===== src/rtl/c2h_arbiter_pkg.sv =====
// Shared types and constants for the C2H stream arbiter and its output skid stage.
package c2h_arbiter_pkg;

  typedef enum logic {
    ARB_IDLE   = 1'b0,
    ARB_LOCKED = 1'b1
  } arb_state_t;

  localparam int PACKET_COUNT_WIDTH = 32;
  localparam int BEAT_DATA_WIDTH    = 64;

  typedef struct packed {
    logic [BEAT_DATA_WIDTH-1:0]   tdata;
    logic [BEAT_DATA_WIDTH/8-1:0] tkeep;
    logic                         tlast;
  } axis_beat_t;

  // Round-robin successor of a source index, wrapping at num_sources.
  function automatic int next_source(input int idx, input int num_sources);
    return (idx + 1 >= num_sources) ? 0 : idx + 1;
  endfunction

endpackage


===== src/rtl/axis_skid_buffer.sv =====
// Two-entry AXIS register slice: output register plus one skid entry, so the
// upstream ready is a flop and full throughput is kept when downstream is ready.
module axis_skid_buffer
  import c2h_arbiter_pkg::*;
#(
  parameter int DATA_WIDTH = 64,
  parameter int KEEP_WIDTH = DATA_WIDTH / 8
) (
  input  logic                  clock,
  input  logic                  reset_n,
  input  logic [DATA_WIDTH-1:0] s_tdata,
  input  logic [KEEP_WIDTH-1:0] s_tkeep,
  input  logic                  s_tlast,
  input  logic                  s_tvalid,
  output logic                  s_tready,
  output logic [DATA_WIDTH-1:0] m_tdata,
  output logic [KEEP_WIDTH-1:0] m_tkeep,
  output logic                  m_tlast,
  output logic                  m_tvalid,
  input  logic                  m_tready
);

  localparam int BEAT_WIDTH = DATA_WIDTH + KEEP_WIDTH + 1;

  logic [BEAT_WIDTH-1:0] in_beat;
  logic [BEAT_WIDTH-1:0] out_beat_q, out_beat_d;
  logic [BEAT_WIDTH-1:0] skid_beat_q, skid_beat_d;
  logic                  out_valid_q, out_valid_d;
  logic                  skid_valid_q, skid_valid_d;

  assign in_beat  = {s_tdata, s_tkeep, s_tlast};
  assign s_tready = !skid_valid_q;

  // The skid entry only fills when a beat arrives while the output is stalled.
  always_comb begin
    out_beat_d   = out_beat_q;
    out_valid_d  = out_valid_q;
    skid_beat_d  = skid_beat_q;
    skid_valid_d = skid_valid_q;
    if (!out_valid_q || m_tready) begin
      if (skid_valid_q) begin
        out_beat_d   = skid_beat_q;
        out_valid_d  = 1'b1;
        skid_valid_d = 1'b0;
      end else begin
        out_valid_d = s_tvalid;
        if (s_tvalid) begin
          out_beat_d = in_beat;
        end
      end
    end else if (s_tvalid && !skid_valid_q) begin
      skid_beat_d  = in_beat;
      skid_valid_d = 1'b1;
    end
  end

  always_ff @(posedge clock or negedge reset_n) begin
    if (!reset_n) begin
      out_beat_q   <= '0;
      out_valid_q  <= 1'b0;
      skid_beat_q  <= '0;
      skid_valid_q <= 1'b0;
    end else begin
      out_beat_q   <= out_beat_d;
      out_valid_q  <= out_valid_d;
      skid_beat_q  <= skid_beat_d;
      skid_valid_q <= skid_valid_d;
    end
  end

  assign {m_tdata, m_tkeep, m_tlast} = out_beat_q;
  assign m_tvalid = out_valid_q;

endmodule


===== src/rtl/c2h_stream_arbiter.sv =====
// Packet-granular round-robin arbiter sharing one AXIS C2H stream between
// several producers; a grant is held from the first beat until tlast is accepted.
module c2h_stream_arbiter
  import c2h_arbiter_pkg::*;
#(
  parameter  int NUM_SOURCES = 2,
  parameter  int DATA_WIDTH  = 64,
  parameter  int KEEP_WIDTH  = DATA_WIDTH / 8,
  localparam int GRANT_WIDTH = (NUM_SOURCES > 1) ? $clog2(NUM_SOURCES) : 1
) (
  input  logic                              clock,
  input  logic                              reset_n,
  input  logic                              enable,
  input  logic [NUM_SOURCES*DATA_WIDTH-1:0] s_tdata,
  input  logic [NUM_SOURCES*KEEP_WIDTH-1:0] s_tkeep,
  input  logic [NUM_SOURCES-1:0]            s_tlast,
  input  logic [NUM_SOURCES-1:0]            s_tvalid,
  output logic [NUM_SOURCES-1:0]            s_tready,
  output logic [DATA_WIDTH-1:0]             m_tdata,
  output logic [KEEP_WIDTH-1:0]             m_tkeep,
  output logic                              m_tlast,
  output logic                              m_tvalid,
  input  logic                              m_tready,
  output logic                              busy,
  output logic [GRANT_WIDTH-1:0]            grant_id,
  output logic [PACKET_COUNT_WIDTH-1:0]     packet_count
);

  arb_state_t                    state_q, state_d;
  logic [GRANT_WIDTH-1:0]        grant_q, grant_d;
  logic [GRANT_WIDTH-1:0]        rr_q, rr_d;
  logic [PACKET_COUNT_WIDTH-1:0] packet_count_q, packet_count_d;

  logic [2*NUM_SOURCES-1:0] req_rotated;
  logic                     found;
  int                       cand;
  logic [DATA_WIDTH-1:0]    sel_tdata;
  logic [KEEP_WIDTH-1:0]    sel_tkeep;
  logic                     sel_tlast;
  logic                     sel_tvalid;
  logic                     skid_s_tvalid;
  logic                     skid_s_tready;

  // Steer the granted source's beat towards the skid stage.
  always_comb begin
    sel_tdata  = '0;
    sel_tkeep  = '0;
    sel_tlast  = 1'b0;
    sel_tvalid = 1'b0;
    for (int i = 0; i < NUM_SOURCES; i++) begin
      if (grant_q == GRANT_WIDTH'(i)) begin
        sel_tdata  = s_tdata[i*DATA_WIDTH +: DATA_WIDTH];
        sel_tkeep  = s_tkeep[i*KEEP_WIDTH +: KEEP_WIDTH];
        sel_tlast  = s_tlast[i];
        sel_tvalid = s_tvalid[i];
      end
    end
  end

  // Requests are rotated so the search starts at the round-robin pointer.
  always_comb begin
    state_d       = state_q;
    grant_d       = grant_q;
    rr_d          = rr_q;
    found         = 1'b0;
    cand          = 0;
    s_tready      = '0;
    skid_s_tvalid = 1'b0;
    req_rotated   = {s_tvalid, s_tvalid} >> rr_q;
    case (state_q)
      ARB_IDLE: begin
        if (enable && |s_tvalid) begin
          for (int k = 0; k < NUM_SOURCES; k++) begin
            if (!found && req_rotated[k]) begin
              found = 1'b1;
              cand  = int'(rr_q) + k;
              if (cand >= NUM_SOURCES) cand = cand - NUM_SOURCES;
              grant_d = GRANT_WIDTH'(cand);
            end
          end
          state_d = ARB_LOCKED;
        end
      end
      ARB_LOCKED: begin
        for (int i = 0; i < NUM_SOURCES; i++) begin
          if (grant_q == GRANT_WIDTH'(i)) s_tready[i] = skid_s_tready;
        end
        skid_s_tvalid = sel_tvalid;
        if (sel_tvalid && skid_s_tready && sel_tlast) begin
          state_d = ARB_IDLE;
          grant_d = '0;
          rr_d    = GRANT_WIDTH'(next_source(int'(grant_q), NUM_SOURCES));
        end
      end
      default: state_d = ARB_IDLE;
    endcase
  end

  always_comb begin
    packet_count_d = packet_count_q;
    if (m_tvalid && m_tready && m_tlast) begin
      packet_count_d = packet_count_q + 1'b1;
    end
  end

  always_ff @(posedge clock or negedge reset_n) begin
    if (!reset_n) begin
      state_q        <= ARB_IDLE;
      grant_q        <= '0;
      rr_q           <= '0;
      packet_count_q <= '0;
    end else begin
      state_q        <= state_d;
      grant_q        <= grant_d;
      rr_q           <= rr_d;
      packet_count_q <= packet_count_d;
    end
  end

  axis_skid_buffer #(
    .DATA_WIDTH (DATA_WIDTH),
    .KEEP_WIDTH (KEEP_WIDTH)
  ) u_out_skid (
    .clock    (clock),
    .reset_n  (reset_n),
    .s_tdata  (sel_tdata),
    .s_tkeep  (sel_tkeep),
    .s_tlast  (sel_tlast),
    .s_tvalid (skid_s_tvalid),
    .s_tready (skid_s_tready),
    .m_tdata  (m_tdata),
    .m_tkeep  (m_tkeep),
    .m_tlast  (m_tlast),
    .m_tvalid (m_tvalid),
    .m_tready (m_tready)
  );

  assign busy         = (state_q == ARB_LOCKED);
  assign grant_id     = grant_q;
  assign packet_count = packet_count_q;

endmodule

===== config.mk =====
export PLATFORM = sky130hd
export DESIGN_NAME = c2h_stream_arbiter
export DESIGN_NICKNAME = d
export VERILOG_FILES = /design/src/rtl/c2h_arbiter_pkg.sv /design/src/rtl/axis_skid_buffer.sv /design/src/rtl/c2h_stream_arbiter.sv
export SDC_FILE = /design/constraint.sdc
export NUM_CORES = 1
export LEC_CHECK = 0
export CORE_MARGIN = 3
export CORE_UTILIZATION = 51
export CTS_BUF_LIST = sky130_fd_sc_hd__clkbuf_8 sky130_fd_sc_hd__clkbuf_16
export CTS_CLUSTER_DIAMETER = 50
export DETAILED_ROUTE_END_ITERATION = 16
export PLACE_DENSITY = 0.88
export SYNTH_ARGS = -nofsm -noshare
export SYNTH_HDL_FRONTEND = slang
export SYNTH_SLANG_ARGS = --single-unit

===== constraint.sdc =====
create_clock -name clock -period 4.84 [get_ports clock]
set_input_delay 0.968 -clock clock [delete_from_list [all_inputs] [get_ports clock]]
set_output_delay 0.968 -clock clock [all_outputs]
set_load 0.01 [all_outputs]

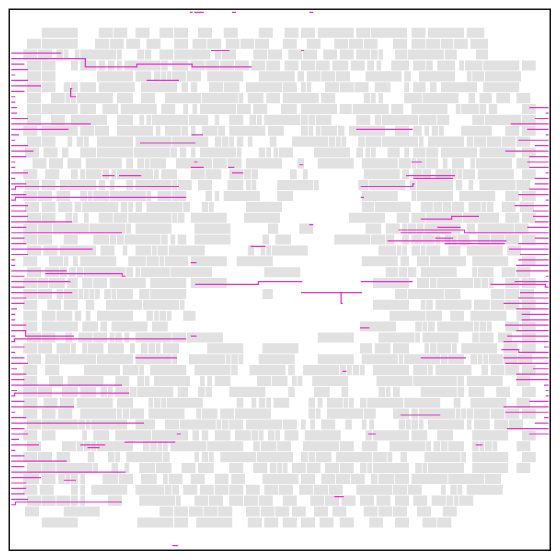
**Above:** the metal 3 layer.
Drawn at 4 px/um. Cells faint in the background.
longest straight run	42.8 um
wire length on this layer	1440 um
nets with wire on the layer	170
share of all routed wire	7.1%
total number of vias: 6595
DRT Wirelength: 20300 um

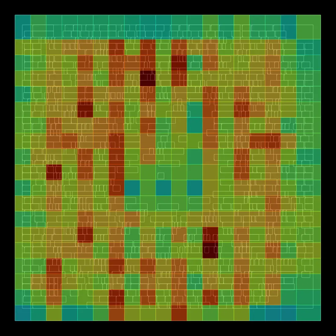
**Above:** routing congestion.
global-route total usage across every layer: 22.5%
final cell utilization of the core: 73.4%
drt wl/cell: 16.2 um
most used routing layer: met2

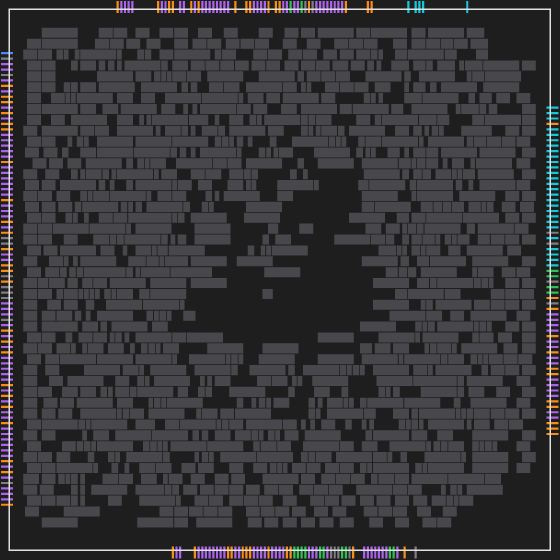
**Above:** pin map.
Drawn at 4 px/um. Pins as bars across the die edge, other pins in gray.
color	port	pins	direction	edge
blue	busy	1	output	west
orange	m_tdata	64	output	24 west, 16 north, 12 south, 12 east
cyan	packet_count	32	output	27 east, 5 north
green	s_tkeep	16	input	10 south, 4 east, 2 north
purple	s_tdata	128	input	49 west, 33 north, 32 south, 14 east

==> summary.txt <==
Numbers from the implementation run.

The number of cells in the yosys synthesis report is between 700 and 800. The number of flops mapped to enable cells by yosys is 0. The proportion of synthesized flip-flops having asynchronous set or reset is 100%. The share of synthesized cell area in and, or, nand and nor gates is 11.6%. According to the floorplan log, the row count is 46. The most common logic cells in the final layout are clkdlybuf4s50_1 (260), dfrtp_1 (181), nor2_1 (86), nand2_1 (86), o21ai_0 (77). The share of power burned in registers is 39.0%.

The post-CTS hold buffer count recorded in the log is 0. After synthesis, the largest area contributor takes up a little over half of total cell area. The count of cells in the finished layout, fillers not included, comes to about 1300.

The final timing report lists a hold violation count of 0. The final layout contains 1178 nets. Summing all flip-flop and latch instances after layout gives between 4000 and 5000 um2. Setup repair after global routing left no endpoint under its margin. The number of buffers created by CTS is 17.

The dominant logic cell type in the layout is clkdlybuf4s50_1. The clock edge transition at the registers on the reported setup and hold paths is 0.06 ns. In this run the power density over the cells is a little under 600 nW/um2. The TritonCTS clock tree is built.

The detail route stage leaves a number of antenna-violating nets equal to 0. The number of antenna diodes is 0. The run finished with clean final reports. The layout cell share with drive strength beyond 1 is 11.7%.

The number of sequential cells reported for the layout is 183. The half-perimeter wire length after detailed placement is 14100 um. The transition at the pin with the smallest max-transition slack is 1.09 ns.

In this run the critical register-to-register path is captured at u_out_skid.out_beat_q[11]$_DFFE_PN0P_. The skew report gives the latency at the later pin of the worst-skew pair as approximately 0.42 ns. The global routing met2 resource utilization is between 30 and 40%. The number of gates resized after CTS is 0. The worst VDD IR drop from the latest analysis is 0.405 mV. In the synthesized netlist, the cells that appear most often are dfrtp_1 (183), nand2_1 (86), nor2_1 (86). The largest power group is combinational logic. According to the floorplan report, the die height is roughly 130 um. The worst-case setup margin in the final layout is 1.75 ns. Each instance of the synthesized netlist takes up on average 10.7 um2. The worst path buffer plus inverter count is 1.

The placed instances occupy a cell area of between 10000 and 15000 um2. In the detailed route, the total length drawn on met2 is 10000 um. The post-route report lists met1 wire length as 8350 um. After routing the design area is 11800 um2. No sink is reached through more buffers than the 2 on the longest clock path. The via count of the first global-routing pass is 6678. The count of maximum capacitance violations is 0. Non-clock buffers in the final layout number approximately 270. For flop-to-flop paths, the worst setup slack is ~2.1 ns. The number of cells after detailed placement is between 1000 and 1500. According to the I/O placement log, the pin count is 262.

CTS built an H-tree with a depth of 4. The proportion of cell area occupied by multi-input gates is 31.0%. The number of cells on the worst hold path is listed as 1. The number of antenna violations at the first check in global routing was 0.

Per the repair_timing log after CTS, setup buffers inserted total 0. The logic depth of the worst register-to-register path is 5. For this design the total switching power over the nets is 2.31 mW. The arrival time of the worst setup path is between 2 and 2.5 ns. The compound-cell area share of the yosys netlist is 9.24%.

The number of DRC violations after detailed-routing iteration 0 is 283. The post-placement setup slack is between 1.5 and 2 ns. Input and output buffers added on the ports amount to 261. The count of tool warnings is 30.

The cell area that synthesis handed to floorplanning was 8470 um2. Ranked by total cell area, the synthesized netlist is headed by dfrtp_1 (54%), mux2_2 (9.0%), mux2i_1 (8.6%). The critical path ends at s_tready[1]. The global route stage reports its total congestion overflow as 0. The first global-routing pass estimated 32800 um of wire. The required time at the worst-slack endpoint is around 3.9 ns. The launching element type of the critical path is a flop. The biggest slice of the area belongs to registers. Per report_power, the combinational group accounts for 41.3% of the total.

The timing report gives the biggest stage delay along the critical path as 0.70 ns. The proportion of power drawn by the clock network is 19.7%. Summing the sequential cell areas from Yosys gives a little over half of the chip area. After synthesis the netlist holds a flip-flop and latch count of 183. The number of iterations in the first detailed-routing pass is 5. In the synthesized netlist, the number of instances is 790. STA classifies the critical path endpoint as a primary output.

TritonRoute reported its final design rule violation total as 0. The switching portion of total power comes to 33.7%. The global-route met1 utilization is 28.8%. The post-synthesis chip area from yosys is 8470 um2. The power of the sequential group is 2.67 mW.

During tapcell insertion the tool placed 216 well taps. Yosys shows that the main logic family after synthesis is multiplexers. The total internal power is 4.55 mW.

The layout has 19 clock buffers. The maximum number of pins on one net before global-route repair is 125. The chip width is 135 um.

Among all flip-flop cells after synthesis, the most frequent one is dfrtp_1. In the final layout, non-clock buffers account for 22.8% of the cell area. Per STA, the worst path accumulates the most delay in the family flip-flops.

The total power is 6.85 mW. The clock root buffer is clkbuf_16. The area growth from synthesis to final layout is 39.2%.

The critical path maximum fanout is about 60. The area fraction in full adders, half adders and majority gates is less than 1%. The worst hold path startpoint is packet_count[31]$_DFFE_PN0P_.

The final-layout clock-cell area share is under 10%. During synthesis, Yosys emitted a total of 0 warnings. The highest clock frequency the design can meet is 323 MHz. The sequential portion of the cell area is 38.9%. The critical path in this run is classified as flop to primary output. The number of clock sinks is ~180. The type of the tightest min-delay check is flop to flop. The share of the core filled by cells before placement is 52.8%. Adding up every negative setup slack in the final design gives 0 ns.

The minimum clock period is 3.09 ns. The final worst clock skew is 0.00731 ns. The mux cell area share after synthesis is between 10% and 20%. The netlist uses 34 different library cells.

The worst register-to-register path begins at grant_id$_DFFE_PN0P_. The timing report lists the critical path depth as 3 cells. The total combinational power is 2.83 mW.

The total clock network power is 1.35 mW. For this run, global-route usage on met3 was measured as under 10%. The top routing layer in use is met4. Hold timing on the final database bottoms out at a slack of between 0.4 and 0.5 ns.

The number of combinational gates with multiple inputs is between 500 and 600. The multi-input logic area is roughly 3700 um2. The worst setup path startpoint is u_out_skid.skid_valid_q$_DFFE_PN0P_. Non-clock inverters in the final layout number 5. Of the total synthesized cell area, the portion taken by XOR and XNOR cells is about 3.2%. The worst hold path terminates at packet_count[31]$_DFFE_PN0P_.
Power is estimated from default activity; no workload was simulated.
